### Cell area per tile

10 x 10 tiles, from white (low) to dark blue (high), 0 to 100% covered.
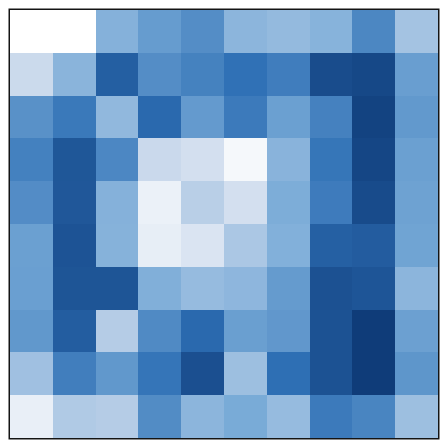
### Where the registers sit

Other sequential cells in the stronger grey, the rest of the logic in the fainter grey.
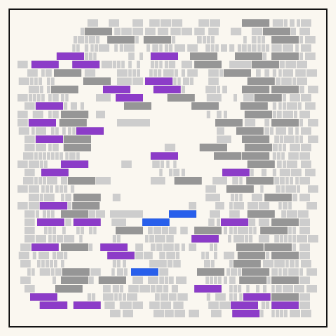
### config.mk
export PLATFORM = sky130hd
export DESIGN_NAME = instr_fetch_unit
export DESIGN_NICKNAME = d
export VERILOG_FILES = /design/src/rtl/instr_fetch_unit.sv
export SDC_FILE = /design/constraint.sdc
export NUM_CORES = 1
export LEC_CHECK = 0
export CAP_MARGIN = 20
export CORE_MARGIN = 2
export CORE_UTILIZATION = 43
export CTS_CLUSTER_SIZE = 24
export DETAILED_ROUTE_END_ITERATION = 10
export MAX_ROUTING_LAYER = met4
export PLACE_DENSITY = 0.91
export SKIP_LAST_GASP = 1
export SYNTH_ARGS = -nofsm -noshare
export SYNTH_HDL_FRONTEND = slang
export SYNTH_SLANG_ARGS = --single-unit
### constraint.sdc
create_clock -name clk -period 3.59 [get_ports clk]
set_clock_uncertainty 0.15 [all_clocks]
set_input_delay 0.5385 -clock clk [delete_from_list [all_inputs] [get_ports clk]]
set_output_delay 0.5385 -clock clk [all_outputs]
set_load 0.01 [all_outputs]
### src/rtl/instr_fetch_unit.sv
// Fetch stage: captures the PC, keeps at most one instruction-memory read in flight,
// and holds the returned word for decode behind a valid/ready handshake.
module instr_fetch_unit #(
   parameter int          ADDR_W    = 32,
   parameter logic [31:0] NOP_INSTR = 32'h0000_0013
) (
   input  logic              clk,
   input  logic              reset,
   input  logic              fetch_en,
   input  logic [ADDR_W-1:0] pc_in,
   input  logic              flush,
   output logic              pc_advance,
   output logic              mem_req,
   output logic [ADDR_W-1:0] mem_addr,
   input  logic              mem_gnt,
   input  logic              mem_rvalid,
   input  logic [31:0]       mem_rdata,
   output logic              instr_valid,
   input  logic              instr_ready,
   output logic [31:0]       instr_out,
   output logic [ADDR_W-1:0] instr_pc,
   output logic              instr_misaligned
);

   typedef enum logic [2:0] {IDLE, REQ, WAIT, DRAIN, VALID} state_t;

   state_t            state, state_next;
   logic [ADDR_W-1:0] addr_q, addr_next;
   logic [31:0]       instr_next;
   logic [ADDR_W-1:0] instr_pc_next;
   logic              misaligned_next;
   logic              start_fetch;

   always_ff @(posedge clk or posedge reset) begin
      if (reset) begin
         state            <= IDLE;
         addr_q           <= '0;
         instr_out        <= '0;
         instr_pc         <= '0;
         instr_misaligned <= 1'b0;
      end else begin
         state            <= state_next;
         addr_q           <= addr_next;
         instr_out        <= instr_next;
         instr_pc         <= instr_pc_next;
         instr_misaligned <= misaligned_next;
      end
   end

   // pc_advance is combinational in the data-return cycle so the PC has already
   // incremented by the time decode can complete the handshake.
   always_comb begin
      state_next      = state;
      addr_next       = addr_q;
      instr_next      = instr_out;
      instr_pc_next   = instr_pc;
      misaligned_next = instr_misaligned;
      pc_advance      = 1'b0;
      start_fetch     = 1'b0;

      case (state)
         IDLE: start_fetch = fetch_en && !flush;
         REQ: begin
            if (mem_gnt) begin
               state_next = flush ? DRAIN : WAIT;
            end else if (flush) begin
               state_next = IDLE;
            end
         end
         WAIT: begin
            if (mem_rvalid) begin
               if (flush) begin
                  state_next = IDLE;
               end else begin
                  state_next      = VALID;
                  instr_next      = mem_rdata;
                  instr_pc_next   = addr_q;
                  misaligned_next = 1'b0;
                  pc_advance      = 1'b1;
               end
            end else if (flush) begin
               state_next = DRAIN;
            end
         end
         DRAIN: begin
            if (mem_rvalid) begin
               state_next = IDLE;
            end
         end
         VALID: begin
            if (flush) begin
               state_next = IDLE;
            end else if (instr_ready) begin
               if (fetch_en) begin
                  start_fetch = 1'b1;
               end else begin
                  state_next = IDLE;
               end
            end
         end
         default: state_next = IDLE;
      endcase

      // A misaligned PC never reaches memory; a NOP carries the fault flag instead.
      if (start_fetch) begin
         addr_next = pc_in;
         if (pc_in[1:0] != 2'b00) begin
            state_next      = VALID;
            instr_next      = NOP_INSTR;
            instr_pc_next   = pc_in;
            misaligned_next = 1'b1;
         end else begin
            state_next = REQ;
         end
      end
   end

   assign mem_req     = (state == REQ);
   assign mem_addr    = addr_q;
   assign instr_valid = (state == VALID);

endmodule

==> notes.md <==
From the run reports.

- The buffer type at the clock tree root reads clkbuf_8.
- The total global routing track utilization is 23.1%.
- Per the post-synthesis report, the nets total 558.
- Per Yosys stat, the portion of area used by sequential elements is 58.7%.
- The half-perimeter wire length after detailed placement is 8300 um.
- The horizontal die dimension reported for this design is 104 um.
- The shortest period the worst path allows is 2660 ps.
- The type of the setup path with the least slack reads primary input to output pin.
- Entering global routing, the biggest net connects 101 pins.
- Cells with a size suffix above 1 make up 4.78% of the layout.
- The switching power of the nets is 1640 uW.
- The first-pass GRT wire length reads 19700 um.
- Per the run report, area growth between synthesis and finish was 46.1%.
- The post-route total power is 4750 uW.
- Dividing the synthesized area by the synthesized cell count gives 8.76 um2.
- The commonest cells after synthesis are nand2_1 (222), dfrtp_1 (100), a21oi_1 (35).
- The clock net in this run drives a total of 100 sinks.
- The netlist area before placement reads 4260 um2.
- In this run, flip-flops and latches consume 40.4% of the power.
- The combinational power share is 43.0%.
- The final-stage net count is 714.
- The number of top-level pins is 171.
- The initial standard-cell utilization of the core reads 44.0%.
- The switching part of the total power is 34.6%.
- The routability congestion estimate is 0.834.
- For this sky-water flow run, the detailed-routed wirelength per cell is reported as 15.2 um.
- The detail route stage leaves a number of antenna-violating nets equal to 0.
- The starting DRC count in detailed routing reads 254.
- Based on the critical path, the design can be clocked at up to 0.375 GHz.
- Pins over their slew limit in the final report were tallied at 0.
- The flow ran to the end, and the final reports show no timing, DRC or antenna violations.
- The number of remaining DRC errors reads 0.
- The clock-pin slew reported for the worst setup and hold paths after clock tree synthesis reads 100 ps.
- The number of standard cells reported by yosys is 487.
- The count of buffers inserted at the top-level ports reads 170.
- Setup repair after global routing left no endpoint under its margin.
- The number of rows in the core area is 36.
- The final antenna diode count is 0.
- The post-synthesis async set-or-reset flop share reads 100%.
- The slew at the pin with the worst max-slew slack reads 706 ps.
- The leading register cell type out of synthesis reads dfrtp_1.
- The number of maximum-capacitance violations reads 0.
- On the worst path, the slowest cell contributes a delay of 530 ps.
- The proportion of netlist area held by the largest area contributor reads 58.7%.
- The number of setup violations in the final report is 0.
- The count of TritonRoute iterations in the first routing pass reads 5.
- The number of distinct library cells after synthesis reads 33.
- The setup TNS after final layout is 0 ps.
- The cell with the most instances after synthesis is nand2_1.
- The largest individual stage delay along the critical path comes from the cell clkdlybuf4s50_1.
- The cell internal power dissipation reads 3100 uW.
- Note that the worst hold path type here is register to register.
- The floorplan step defined a die boundary enclosing 10700 um2.
- The post-CTS setup-driven buffer insertion count is 0.
- The largest driver fanout on the critical path is 6.
Back to the opening pictures, 'Cell area per tile':
tiles over 75% full = 23%
fullest tile = 95%
mean over tiles = 56%
emptiest ninth of the die = middle
nearly empty tiles = 2.0%

Back to the opening pictures, 'Where the registers sit':
mem_addr -> purple  # flops 32, where all over the die
state -> blue  # flops 3
not coloured = 65
post-layout util: 64.3%
sequential power: 1920 uW
register fraction of the total cell area: 40.2%
total area of sequential cells: 2500 um2

-- layer usage --
metal	track usage [%]	share of wire, %	up-vias
li1	-	-	1879
met4	5.50	1.1	0
met1	29.6	43	1897
met5	-	0	-
met2	37.7	48	179
met3	5.16	7.5	16
-- metrics by stage --
step	hold WS [ps]	setup WS [ps]	cell area (um2)
after floorplan	363	283	4260
after global placement	329	886	6010
after detailed placement	313	799	6010
after CTS	338	919	6230
after global routing	384	888	6230
final	337	926	6230
-- cell usage in the layout (no fill, tap or decap), types with 2 or more instances in the layout --
| cell | instances |
|---|---|
| nand2_1 | 222 |
| clkdlybuf4s50_1 | 170 |
| dfrtp_1 | 100 |
| a21oi_1 | 35 |
| nor2_1 | 33 |
| a31oi_1 | 30 |
| clkbuf_8 | 9 |
| buf_4 | 8 |
| nand3_1 | 4 |
| inv_6 | 3 |
| nand2b_1 | 2 |
| nand3_2 | 2 |
| nand4b_1 | 2 |
| mux2i_1 | 2 |
| o21ai_0 | 2 |
| bufinv_16 | 2 |
-- registers in the layout, summed over array words and instances (netlist names) --
register	flops
mem_addr	32
state	3
instr_misaligned	1
instr_out	32
instr_pc	32
-- cell families after synthesis --
logic type             share of synthesized area (%)
AOI/OAI and AO/OA                               9.74
buffers and inverters                           5.13
DFF                                             58.7
muxes                                          0.734
and+or+nand+nor                                 25.7
-- worst max-delay path: cells and delay by family --
| family | cells | cell delay [ps] |
|---|---|---|
| buffers and inverters | 3 | 1150 |
| and+or+nand+nor | 2 | 270 |
-- final timing paths --
path	startpoint	end	slack, ps	cells past startpoint
max	flush	pc_advance	930	5
min	instr_misaligned	instr_misaligned	340	2
max reg2reg	state[0]	instr_pc[0]	1290	5
min reg2reg	instr_misaligned	instr_misaligned	340	2
max in group asynchronous	reset	instr_pc[23]	2350	3
min in group asynchronous	reset	instr_out[19]	500	3
-- power by group through the flow --
stage | Clock (uW) | Sequential [uW] | Combinational (uW)
2_1_floorplan | 0 | 2070 | 714
3_3_place_gp | 0 | 1910 | 1980
3_5_place_dp | 0 | 1930 | 2050
4_1_cts | 811 | 1920 | 2060
5_1_grt | 866 | 1980 | 2220
6_report | 787 | 1920 | 2040
-- cell type report --
class                           count  area, um2  share of cell area (%)
Clock buffer                       10        128                    2.05
Clock inverter                      6       93.8                    1.51
Inverter                            3       13.8                   0.221
Multi-Input combinational cell    350       1550                    24.8
Sequential cell                   100       2500                    40.2
Tap cell                          133        166                    2.67
Timing Repair Buffer              179       1780                    28.6
Power and IR drop assume default switching activity.
